### config.mk
export PLATFORM = sky130hd
export DESIGN_NAME = mips_multicycle_core
export DESIGN_NICKNAME = d
export VERILOG_FILES = /design/src/rtl/mips_pkg.sv /design/src/rtl/mc_regfile.sv /design/src/rtl/mips_multicycle_core.sv
export SDC_FILE = /design/constraint.sdc
export NUM_CORES = 2
export LEC_CHECK = 0
export CAP_MARGIN = 30
export CORE_MARGIN = 4
export CORE_UTILIZATION = 30
export DETAILED_ROUTE_END_ITERATION = 10
export PLACE_DENSITY_LB_ADDON = 0.05
export REMOVE_ABC_BUFFERS = 1
export SLEW_MARGIN = 5
export SYNTH_ARGS = -nofsm -noshare
export SYNTH_HDL_FRONTEND = slang
export SYNTH_SLANG_ARGS = --single-unit
### constraint.sdc
create_clock -name clock -period 4.4 [get_ports clock]
set_clock_uncertainty 0.15 [all_clocks]
set_input_delay 0.66 -clock clock [delete_from_list [all_inputs] [get_ports clock]]
set_output_delay 0.66 -clock clock [all_outputs]
set_load 0.01 [all_outputs]
### src/rtl/mips_pkg.sv
// Shared encodings for the multicycle MIPS core: opcodes, functs, ALU ops and FSM states.
package mips_pkg;

    localparam logic [5:0] OP_RTYPE = 6'd0;
    localparam logic [5:0] OP_J     = 6'd2;
    localparam logic [5:0] OP_BEQ   = 6'd4;
    localparam logic [5:0] OP_ADDI  = 6'd8;
    localparam logic [5:0] OP_LW    = 6'd35;
    localparam logic [5:0] OP_SW    = 6'd43;

    localparam logic [5:0] FN_ADD = 6'd32;
    localparam logic [5:0] FN_SUB = 6'd34;
    localparam logic [5:0] FN_AND = 6'd36;
    localparam logic [5:0] FN_OR  = 6'd37;
    localparam logic [5:0] FN_NOR = 6'd39;
    localparam logic [5:0] FN_SLT = 6'd42;

    typedef enum logic [2:0] {
        ALU_ADD, ALU_SUB, ALU_AND, ALU_OR, ALU_NOR, ALU_SLT
    } alu_op_t;

    typedef enum logic [2:0] {
        ST_FETCH  = 3'd0,
        ST_DECODE = 3'd1,
        ST_EXEC   = 3'd2,
        ST_MEM    = 3'd3,
        ST_WB     = 3'd4,
        ST_TRAP   = 3'd5
    } mc_state_t;

    function automatic logic [31:0] sext16(input logic [15:0] imm);
        return {{16{imm[15]}}, imm};
    endfunction

endpackage

### src/rtl/mc_regfile.sv
// 32x32 register file: two asynchronous read ports, one synchronous write port, r0 reads as zero.
module mc_regfile (
    input  logic        clk_i,
    input  logic        we_i,
    input  logic [4:0]  waddr_i,
    input  logic [31:0] wdata_i,
    input  logic [4:0]  raddr_a_i,
    output logic [31:0] rdata_a_o,
    input  logic [4:0]  raddr_b_i,
    output logic [31:0] rdata_b_o
);

    logic [31:0] rf_q [0:31];

    always_ff @(posedge clk_i) begin
        if (we_i && (waddr_i != 5'd0)) begin
            rf_q[waddr_i] <= wdata_i;
        end
    end

    assign rdata_a_o = (raddr_a_i == 5'd0) ? 32'd0 : rf_q[raddr_a_i];
    assign rdata_b_o = (raddr_b_i == 5'd0) ? 32'd0 : rf_q[raddr_b_i];

endmodule

### src/rtl/mips_multicycle_core.sv
// Multicycle MIPS core with one shared req/ready memory port and a sticky illegal-opcode trap.
// Define MIPS_MC_PERF_CNT_EN to build the cycle/instret performance counters.
module mips_multicycle_core
    import mips_pkg::*;
#(
    parameter int          ADDR_W   = 32,
    parameter logic [31:0] RESET_PC = 32'h0000_0000
) (
    input  logic              clock,
    input  logic              reset,
    output logic              mem_req,
    output logic              mem_we,
    output logic [ADDR_W-1:0] mem_addr,
    output logic [31:0]       mem_wdata,
    input  logic [31:0]       mem_rdata,
    input  logic              mem_ready,
    output logic [31:0]       pc,
    output logic              trap,
    output logic [2:0]        state_dbg,
    output logic [31:0]       cycle_cnt,
    output logic [31:0]       instret_cnt
);

    mc_state_t   state_q;
    logic [31:0] pc_q, ir_q, a_q, b_q, aluout_q, mdr_q;
    logic        trap_q;

    logic [5:0]  opcode, funct;
    logic [4:0]  rs, rt, rd;
    logic [31:0] imm_sx, alu_b, alu_res, rf_a, rf_b, rf_wdata, addr_full;
    logic [4:0]  rf_waddr;
    logic        rf_we, funct_ok, mem_active;
    logic [ADDR_W-1:0] addr_sel;
    alu_op_t     alu_op;

    assign opcode = ir_q[31:26];
    assign rs     = ir_q[25:21];
    assign rt     = ir_q[20:16];
    assign rd     = ir_q[15:11];
    assign funct  = ir_q[5:0];
    assign imm_sx = sext16(ir_q[15:0]);

    function automatic logic [31:0] alu(input alu_op_t op, input logic [31:0] a, input logic [31:0] b);
        case (op)
            ALU_SUB: return a - b;
            ALU_AND: return a & b;
            ALU_OR:  return a | b;
            ALU_NOR: return ~(a | b);
            ALU_SLT: return {31'd0, ($signed(a) < $signed(b))};
            default: return a + b;
        endcase
    endfunction

    always_comb begin
        alu_op   = ALU_ADD;
        funct_ok = 1'b1;
        if (opcode == OP_RTYPE) begin
            case (funct)
                FN_ADD:  alu_op = ALU_ADD;
                FN_SUB:  alu_op = ALU_SUB;
                FN_AND:  alu_op = ALU_AND;
                FN_OR:   alu_op = ALU_OR;
                FN_NOR:  alu_op = ALU_NOR;
                FN_SLT:  alu_op = ALU_SLT;
                default: funct_ok = 1'b0;
            endcase
        end
    end

    assign alu_b   = (opcode == OP_RTYPE) ? b_q : imm_sx;
    assign alu_res = alu(alu_op, a_q, alu_b);

    // The port is decoded from the registered state so a request is live on the first FETCH cycle after reset.
    assign mem_active = !reset && ((state_q == ST_FETCH) || (state_q == ST_MEM));
    assign addr_full  = (state_q == ST_MEM) ? aluout_q : pc_q;
    always_comb begin
        addr_sel      = addr_full[ADDR_W-1:0];
        addr_sel[1:0] = 2'b00;
    end
    assign mem_req   = mem_active;
    assign mem_we    = mem_active && (state_q == ST_MEM) && (opcode == OP_SW);
    assign mem_addr  = mem_active ? addr_sel : '0;
    assign mem_wdata = mem_we ? b_q : 32'd0;

    assign rf_we    = !reset && (state_q == ST_WB);
    assign rf_waddr = (opcode == OP_RTYPE) ? rd : rt;
    assign rf_wdata = (opcode == OP_LW) ? mdr_q : aluout_q;

    mc_regfile u_regfile (
        .clk_i     (clock),
        .we_i      (rf_we),
        .waddr_i   (rf_waddr),
        .wdata_i   (rf_wdata),
        .raddr_a_i (rs),
        .rdata_a_o (rf_a),
        .raddr_b_i (rt),
        .rdata_b_o (rf_b)
    );

    always_ff @(posedge clock) begin
        if (reset) begin
            state_q  <= ST_FETCH;
            pc_q     <= RESET_PC;
            ir_q     <= 32'd0;
            a_q      <= 32'd0;
            b_q      <= 32'd0;
            aluout_q <= 32'd0;
            mdr_q    <= 32'd0;
            trap_q   <= 1'b0;
        end else begin
            case (state_q)
                ST_FETCH: if (mem_ready) begin
                    ir_q    <= mem_rdata;
                    pc_q    <= pc_q + 32'd4;
                    state_q <= ST_DECODE;
                end
                ST_DECODE: begin
                    a_q     <= rf_a;
                    b_q     <= rf_b;
                    state_q <= ST_EXEC;
                end
                ST_EXEC: begin
                    case (opcode)
                        OP_RTYPE: begin
                            aluout_q <= alu_res;
                            state_q  <= funct_ok ? ST_WB : ST_TRAP;
                            trap_q   <= !funct_ok;
                        end
                        OP_ADDI: begin
                            aluout_q <= alu_res;
                            state_q  <= ST_WB;
                        end
                        OP_LW, OP_SW: begin
                            aluout_q <= alu_res;
                            state_q  <= ST_MEM;
                        end
                        OP_BEQ: begin
                            // pc already points past the branch, so the offset is relative to pc+4.
                            if (a_q == b_q) pc_q <= pc_q + {imm_sx[29:0], 2'b00};
                            state_q <= ST_FETCH;
                        end
                        OP_J: begin
                            pc_q    <= {pc_q[31:28], ir_q[25:0], 2'b00};
                            state_q <= ST_FETCH;
                        end
                        default: begin
                            state_q <= ST_TRAP;
                            trap_q  <= 1'b1;
                        end
                    endcase
                end
                ST_MEM: if (mem_ready) begin
                    if (opcode == OP_LW) begin
                        mdr_q   <= mem_rdata;
                        state_q <= ST_WB;
                    end else begin
                        state_q <= ST_FETCH;
                    end
                end
                ST_WB:   state_q <= ST_FETCH;
                ST_TRAP: state_q <= ST_TRAP;
                default: begin
                    state_q <= ST_TRAP;
                    trap_q  <= 1'b1;
                end
            endcase
        end
    end

    assign pc        = pc_q;
    assign trap      = trap_q;
    assign state_dbg = state_q;

`ifdef MIPS_MC_PERF_CNT_EN
    logic [31:0] cycle_q, instret_q;
    logic        retire;

    assign retire = (state_q == ST_WB)
                 || ((state_q == ST_EXEC) && ((opcode == OP_BEQ) || (opcode == OP_J)))
                 || ((state_q == ST_MEM) && mem_ready && (opcode == OP_SW));

    always_ff @(posedge clock) begin
        if (reset) begin
            cycle_q   <= 32'd0;
            instret_q <= 32'd0;
        end else begin
            if (state_q != ST_TRAP) cycle_q <= cycle_q + 32'd1;
            if (retire) instret_q <= instret_q + 32'd1;
        end
    end

    assign cycle_cnt   = cycle_q;
    assign instret_cnt = instret_q;
`else
    assign cycle_cnt   = 32'd0;
    assign instret_cnt = 32'd0;
`endif

endmodule
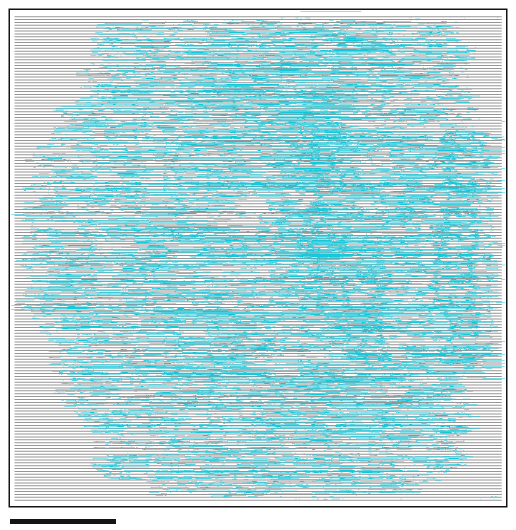
Figure 1: signal wires on met1.
The bar under the picture is 100 µm long. Supply wires on this layer in gray.
The layer holds 46% of the routed length. The longest straight run is 179 µm. The layer carries 116 mm of wire.
WL final: 253000 µm
DR vias: 42200
grt met1 use: 32.7%

==> results.sh <==
# flow metrics
export IMPL_status="complete, no violations"
export IMPL_drc=0
export IMPL_power_group_top="sequential cells"
export IMPL_stdcell_count=7670
export IMPL_critPathSlowestCell="or4_1"
export IMPL_drv_cap=0
export IMPL_cp_depth=20
export IMPL_timing_rr_end="aluout_q[15]"
export IMPL_fmax_mhz=231
export IMPL_p_seq_mw=13.1
export IMPL_regArea_um2=34900
export IMPL_yosysTopAreaCell="edfxtp_1"
export IMPL_drive_gt1_share_pct=29.2
export IMPL_ir_worst_vdd_uv=415
export IMPL_finalPower_mw=31.1
export IMPL_comb_area_um2=27800
export IMPL_wire_per_inst_um=33.0
export IMPL_syn_area_per_cell_um2=14.7
export IMPL_r2r_cells=20
export IMPL_mostFrequentLayoutCells="edfxtp_1, mux4_2, nand2_1"
export IMPL_dp_cells=7385
export IMPL_portBuffers=132
export IMPL_die_area_um2=220000
export IMPL_clockBufferDepth=3
export IMPL_final_hold_violation_count=0
export IMPL_post_dp_cell_area_um2=71400
export IMPL_die_w_um=469
export IMPL_h_tree_depth=4
export IMPL_fin_setup_tns_ns=0
export IMPL_post_place_ws_ns=-0.228
export IMPL_pg_clk_mw=12.5
export IMPL_flop_cell="edfxtp_1"
export IMPL_postCtsSetupRepairBufs=1
export IMPL_hold_start="mdr_q[2]"
export IMPL_grt_pass1_vias=42600
export IMPL_routabilityCongestion=0.936
export IMPL_netlist_top_cells_count="edfxtp_1, mux4_2, nand2_1"
export IMPL_critPathArrivalTime_ns=4.85
export IMPL_nNetsFinal=4905
export IMPL_crit_type="flop to flop"
export IMPL_post_cts_resized=15
export IMPL_hold_buffers=0
export IMPL_p_int_mw=22.5
export IMPL_cp_cell_sequence="or3_4 -> buf_6 -> nor4_4 -> buf_6 -> buf_6 -> buf_4 -> nand2_1 -> o21ai_2 -> buf_4 -> inv_2 -> ha_4 -> o21ba_4 -> nor4_4 -> o31a_1 -> o211ai_1 -> nand2b_1 -> a21o_1 -> a22o_1 -> or4_1 -> nor3b_1"
export IMPL_edf_count=1024
export IMPL_period_needed_ns=4.33
export IMPL_clock_root_buffer="clkbuf_16"
export IMPL_leakage_nw=24.7
export IMPL_worst_slew_pin_slew_ns=0.955
export IMPL_ys_warn_count=0
export IMPL_dp_hpwl_um=164000
export IMPL_ys_seq_share_pct=54.7
export IMPL_sw_frac_of_total_pct=27.6
export IMPL_ant_nets=0
export IMPL_grt_pass1_wl_um=351000
export IMPL_die_h_um=469
export IMPL_warnings=96
export IMPL_yosysUniqueCellTypes=80
export IMPL_slew_viol_final=0
export IMPL_pin_count=201
export IMPL_firstDrtPassIters=6
export IMPL_clock_latency_ns=0.82
export IMPL_clkSinkCount=1228
export IMPL_pwr_share_comb_pct=17.5
export IMPL_powerDensity_nw_per_um2=405
export IMPL_top_cell_area_share_pct=48.3
export IMPL_hold_path_class="flop to flop"
export IMPL_min_path_cells=2
export IMPL_power_combinational_mw=5.44
export IMPL_cp_num_buf_inv=6
export IMPL_core_area_um2=210000
export IMPL_cts_tree="yes"
export IMPL_finish_utilization_pct=36.5
export IMPL_setup_worst_path_start="ir_q[31]"
export IMPL_largest_register_ffs=1024
export IMPL_syn2layout_area_growth_pct=20.6
export IMPL_rsz0062_at_grt="true"
export IMPL_setup_ws_ns=0.0701
export IMPL_cts_buffers=152
export IMPL_netSwitchingPower_mw=8.56
export IMPL_fp_util_pct=30.3
export IMPL_synth_cells=4343
export IMPL_layout_cells_most_common="edfxtp_1"
export IMPL_ys_area_um2=63700
export IMPL_syn_area_um2=63700
export IMPL_regMostFlops="u_regfile.rf_q"
export IMPL_rrSetupSlack_ns=0.07
export IMPL_clk_pin_slew_ns=0.06
export IMPL_antenna_found_initial=9
export IMPL_grtUsageTotal_pct=22.8
export IMPL_endpoint_kind="flop"
export IMPL_clock_power_share_pct=40.2
export IMPL_drt_initial_drc_count=3859
export IMPL_crit_path_end="aluout_q[15]"
export IMPL_p_seq_share_pct=42.3
export IMPL_post_drt_via_cell_ratio=5.51
export IMPL_whs_ns=0.302
export IMPL_fillers=20000
export IMPL_fin_area_um2=76800
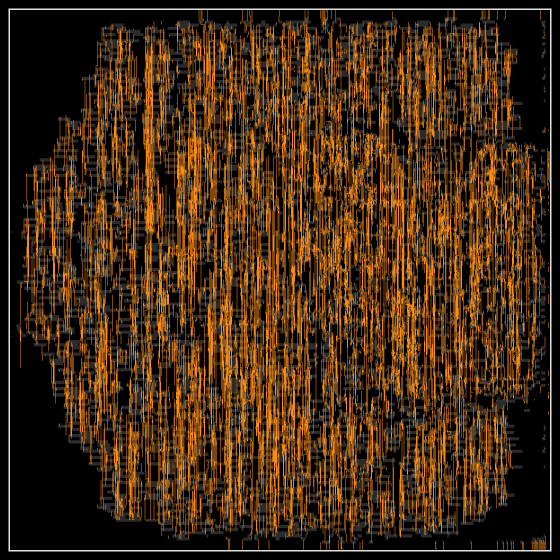
Figure 2: the metal 2 layer.
4145 nets have wire on it. The layer carries 120 mm of wire. The wires run mostly vertical. The longest straight run is 270 µm. The layer holds 48% of the routed length.
met2 usage: 37.4%

-- final cells by class --
cell class              instances  area share, %
clock buffers                 202           5.41
inverters                     112          0.548
repair buffers                522           6.83
diodes                          2        0.00652
multi-input cells            2724           36.2
well taps                    2805           4.57
flip-flops and latches       1228           45.4
clock inverters                75          0.957
-- metal layers --
metal	share of wire, %	global-route usage [%]
met5	0	0
met4	2.0	4.87
met1	46	32.7
met2	48	37.4
met3	4.6	2.72
-- cells by family (layout without fill, tap and decap cells) --
family	Yosys count	in the layout	share of synthesized area, %
DFF	1228	1228	54.7
and+or+nand+nor	935	935	6.63
muxes	747	747	24.4
AOI/OAI and AO/OA	717	717	7.06
buffers and inverters	490	911	3.32
adders and majority gates	130	130	2.59
xor gates and xnor gates	95	95	1.31
other	1	102	0.00589
